==> config.mk <==
export PLATFORM = sky130hd
export DESIGN_NAME = ring_writer
export DESIGN_NICKNAME = d
export VERILOG_FILES = /design/src/rtl/ring_writer_pkg.sv /design/src/rtl/ring_writer.sv
export SDC_FILE = /design/constraint.sdc
export NUM_CORES = 1
export LEC_CHECK = 0
export CAP_MARGIN = 0
export CORE_MARGIN = 2
export CORE_UTILIZATION = 50
export DETAILED_ROUTE_END_ITERATION = 7
export PLACE_DENSITY = 0.76
export SLEW_MARGIN = 20
export SYNTH_ARGS = -nofsm -noshare
export SYNTH_HDL_FRONTEND = slang
export SYNTH_SLANG_ARGS = --single-unit
export TNS_END_PERCENT = 5
==> constraint.sdc <==
create_clock -name ck -period 2.4 [get_ports ck]
set_input_delay 0.48 -clock ck [delete_from_list [all_inputs] [get_ports ck]]
set_output_delay 0.48 -clock ck [all_outputs]
set_load 0.01 [all_outputs]
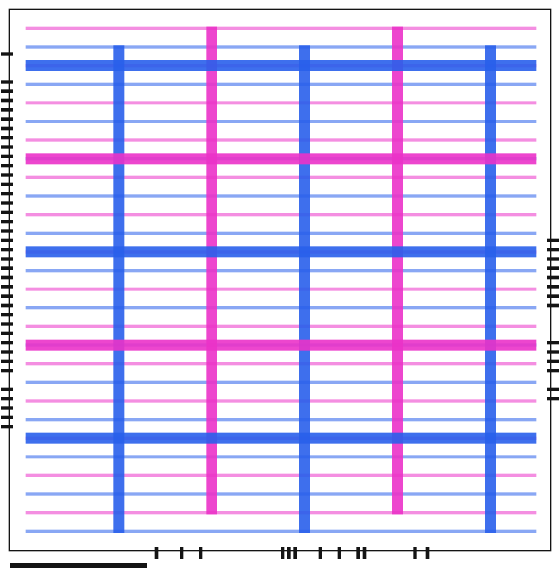
*Floorplan with the power grid, run 1*
Bar = 20 um. Pins as bars on the die edge.
| color | net |
|---|---|
| magenta | VDD |
| blue | VSS |
signal pins: 64
met4 straps: 5
rows: 27
met5 straps: 5
met1 rails: 28
Die W: 78.8 um
Die H: 78.8 um
core area: 5470 um^2

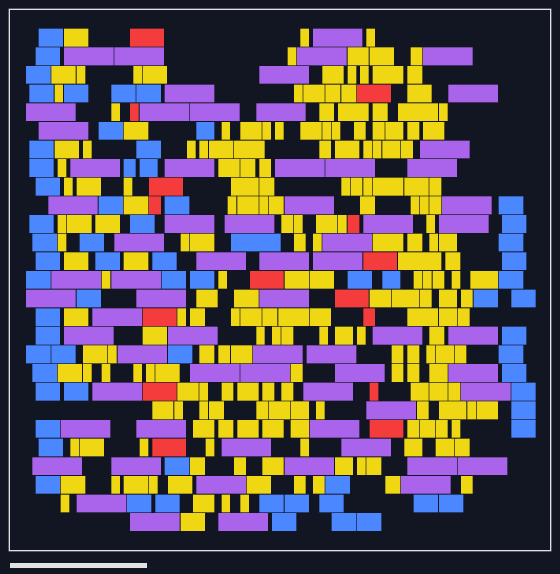
*Placement by cell class, run 1*
Bar = 20 um.
| color | class | cells | share of their area |
|---|---|---|---|
| yellow | remaining logic cells | 212 | 39% |
| red | clock drivers and dummy loads | 15 | 4.5% |
| purple | registers | 67 | 38% |
| blue | remaining buffers and delay cells | 67 | 19% |
final core utilization: 66.6%
sequential cell area share: 36.8%
num rows: 27
post-route design area: 3640 um^2

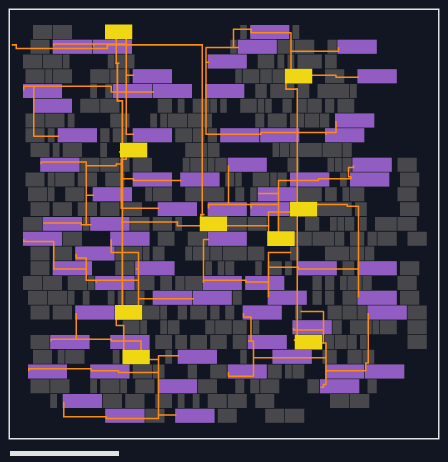
*Clock wires, drivers and flops, run 1*
Bar = 20 um.
[purple] flip-flops | count: 67
[orange] clock wires | length: 825 um
[yellow] clock-net drivers | count: 9
routed clock nets: 10
clk_lat worst skew: 330 ps
Clk. pwr: 0.790 mW
Fin Clk Skew: 8.42 ps

==> impl_metrics.csv, run 1 <==
group,metric,value,unit
clocking,holdBufCountCts,0,
job,tool_warnings,27,
run_status,outcome,"complete, no violations",
routing,drc,0,
clocking,clockBufferDepth,2,
routing,highest_layer,"met4",
synth,syn_avg_cell_area,9.46,um^2
clocking,clockRootBuffer,"clkbuf_8",
hold_path,hold_depth,2,
sta,fin_crit_sh,90.6,%
setup_path,crit_family,"simple AND/OR/NAND/NOR gates",
finish,clockBufferCount,12,
routing,drt.antenna.violating_nets,0,
power_and_ir_drop,power.share.clock,36.8,%
grt,overflow,0,
sta,clock.fmax,460,MHz
finish,clkCellAreaFrac,4.40,%
hold_path,hold_path_class,"register to register",
power_and_ir_drop,totalPowerFinal,2.15,mW
clocking,cts.sinks,67,
clocking,cts_inserted_buffers,9,
power_and_ir_drop,power_leader,"registers",
synth,syn_inst,296,
setup_path,r2r.worst_path.cells,8,
die,initCoreUtil,51.2,%
grt,grt_max_degree,30,
power_and_ir_drop,cellLeakagePower,1.40,nW
place,placed_area,3480,um^2
routing,drt_iter0_markers,96,
sta,finalMaxSlewViolations,0,
synth,yosys_warnings,0,
synth,synth_cell_types,39,
synth,async_reset_ff_share,0,%
power_and_ir_drop,p_per_area,589,nW/um^2
finish,buffer_area_share,18.3,%
grt,grt.met2_usage,29.1,%
==> inputs of run 2 (changes only) <==
--- a/config.mk
+++ b/config.mk
@@ -7,9 +7,9 @@
 export LEC_CHECK = 0
 export CAP_MARGIN = 0
 export CORE_MARGIN = 2
-export CORE_UTILIZATION = 50
+export CORE_UTILIZATION = 53
 export DETAILED_ROUTE_END_ITERATION = 7
-export PLACE_DENSITY = 0.76
+export PLACE_DENSITY = 0.8
 export SLEW_MARGIN = 20
 export SYNTH_ARGS = -nofsm -noshare
 export SYNTH_HDL_FRONTEND = slang
==> constraint.sdc (replaced) <==
create_clock -name ck -period 2.8 [get_ports ck]
set_input_delay 0.56 -clock ck [delete_from_list [all_inputs] [get_ports ck]]
set_output_delay 0.56 -clock ck [all_outputs]
set_load 0.01 [all_outputs]
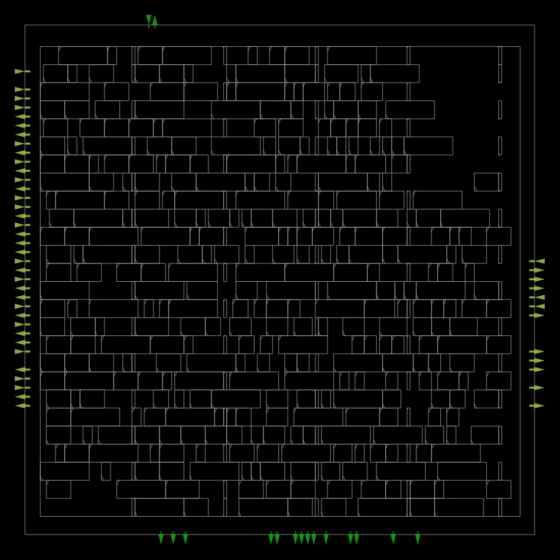
*Cell placement, run 2*
Non-Filler Instances: 431
core area: 5110 um^2
sequential cell area share: 36.7%

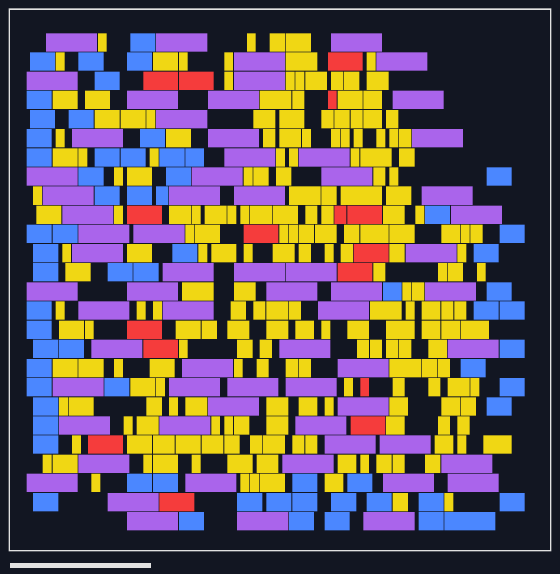
*Placement by cell class, run 2*
Bar = 20 um.
| color | class | cells | share of their area |
|---|---|---|---|
| yellow | remaining logic cells | 212 | 39% |
| purple | registers | 67 | 38% |
| blue | remaining buffers and delay cells | 66 | 19% |
| red | clock drivers and dummy loads | 16 | 5.4% |
num rows: 26
post-route design area: 3660 um^2
final core utilization: 71.6%

==> impl_metrics.csv, run 2 <==
group,metric,value,unit
run_status,outcome,"complete, no violations",
setup_path,path_cells,"and3_1, nand3_1, nor2_1, ha_1, o211a_1, nand3_2, or4_1, a21oi_1",
setup_path,r2r.worst_path.cells,8,
sta,skew,5.27,ps
setup_path,critical-path-max-stage-delay,570,ps
clocking,clk_latency,340,ps
power_and_ir_drop,cellLeakagePower,1.40,nW
hold_path,hold_depth,2,
sta,finalMaxSlewViolations,0,
place,hpwl,3980,um
setup_path,rrSetupSlack,530,ps
routing,highest_layer,"met4",
sta,fin_crit_sh,81.0,%
sta,clock.fmax,441,MHz
finish,inv_count,7,
synth,ys_sh_simple,20.1,%
clocking,clockBufferDepth,2,
grt,grt_use_met3,8.24,%
power_and_ir_drop,power_leader,"registers",
grt,overflow,0,
finish,ff_count,67,
grt,grt_pass1_wl,10200,um
power_and_ir_drop,p_clk,0.757,mW
routing,routed-via-count,2303,
power_and_ir_drop,p_per_area,525,nW/um^2
sta,rsz0062_at_grt,"no",
die,taps,70,
synth,synth.most_common_cell,"dfxtp_1",
grt,grt.met2_usage,33.8,%
synth,ys.flops,67,
finish,antenna_cells,0,
clocking,post_cts_resized,0,
finish,comb-cell-share,36.9,%
clocking,cts_tree,"yes",
setup_path,critical_path_required,3070,ps
synth,ys_sh_aoi,8.85,%
grt,grt_max_degree,51,
finish,clockBufferCount,15,
clocking,cts.sinks,67,
clocking,cts_inserted_buffers,9,
finish,layout_top_cells,"dfxtp_1, clkdlybuf4s50_1, nor2_1, mux2i_1",
finish,layout.nets,383,
synth,yosysTopAreaCellShare,47.9,%
setup_path,crit_buf_inv,0,
synth,top_cells_by_area,"dfxtp_1, mux2i_1, nor2_1",
synth,syn_inst,296,
routing,route.met2.wl,2660,um
power_and_ir_drop,pg_seq,0.998,mW
sta,finalHoldViolations,0,
place,placed_area,3470,um^2
synth,yosys_area,2800,um^2
place,dp_cells,415,
finish,signal_buffers,66,
routing,wl_per_cell,13.6,um
finish,clkCellAreaFrac,5.23,%
synth,top_logic_kind,"simple AND/OR/NAND/NOR gates",
power_and_ir_drop,power.share.clock,39.4,%
finish,largest_reg_flops,16,
die,die_h,76.7,um
power_and_ir_drop,totalPowerFinal,1.92,mW
synth,synth_cell_types,39,
setup_path,worstPathMaxFanout,13,
synth,async_reset_ff_share,0,%
synth,syn_avg_cell_area,9.46,um^2
finish,dominant_cells,"combinational gates",
die,die_w,76.7,um
routing,wl_met1,2630,um
synth,synth_adder_area_share,2.68,%
die,initCoreUtil,54.8,%
clocking,clockRootBuffer,"clkbuf_8",
power_and_ir_drop,sequentialPowerShare,52.0,%
setup_path,crit_family,"simple AND/OR/NAND/NOR gates",
grt,top_usage_layer,"met2",
grt,antenna_found_initial,0,
finish,buffer_area_share,18.1,%
job,tool_warnings,27,
place,io_buffers,63,
synth,yosys_warnings,0,
finish,multi_input_comb_cells,205,
sta,worstMarginPinSlew,475,ps
hold_path,hold_path_class,"register to register",
routing,drc,0,
routing,drt.antenna.violating_nets,0,
clocking,holdBufCountCts,0,
routing,drt_iter0_markers,193,
power_and_ir_drop,internal_power,1.48,mW
Power figures rest on the tool's default switching activity, not on a simulated workload.
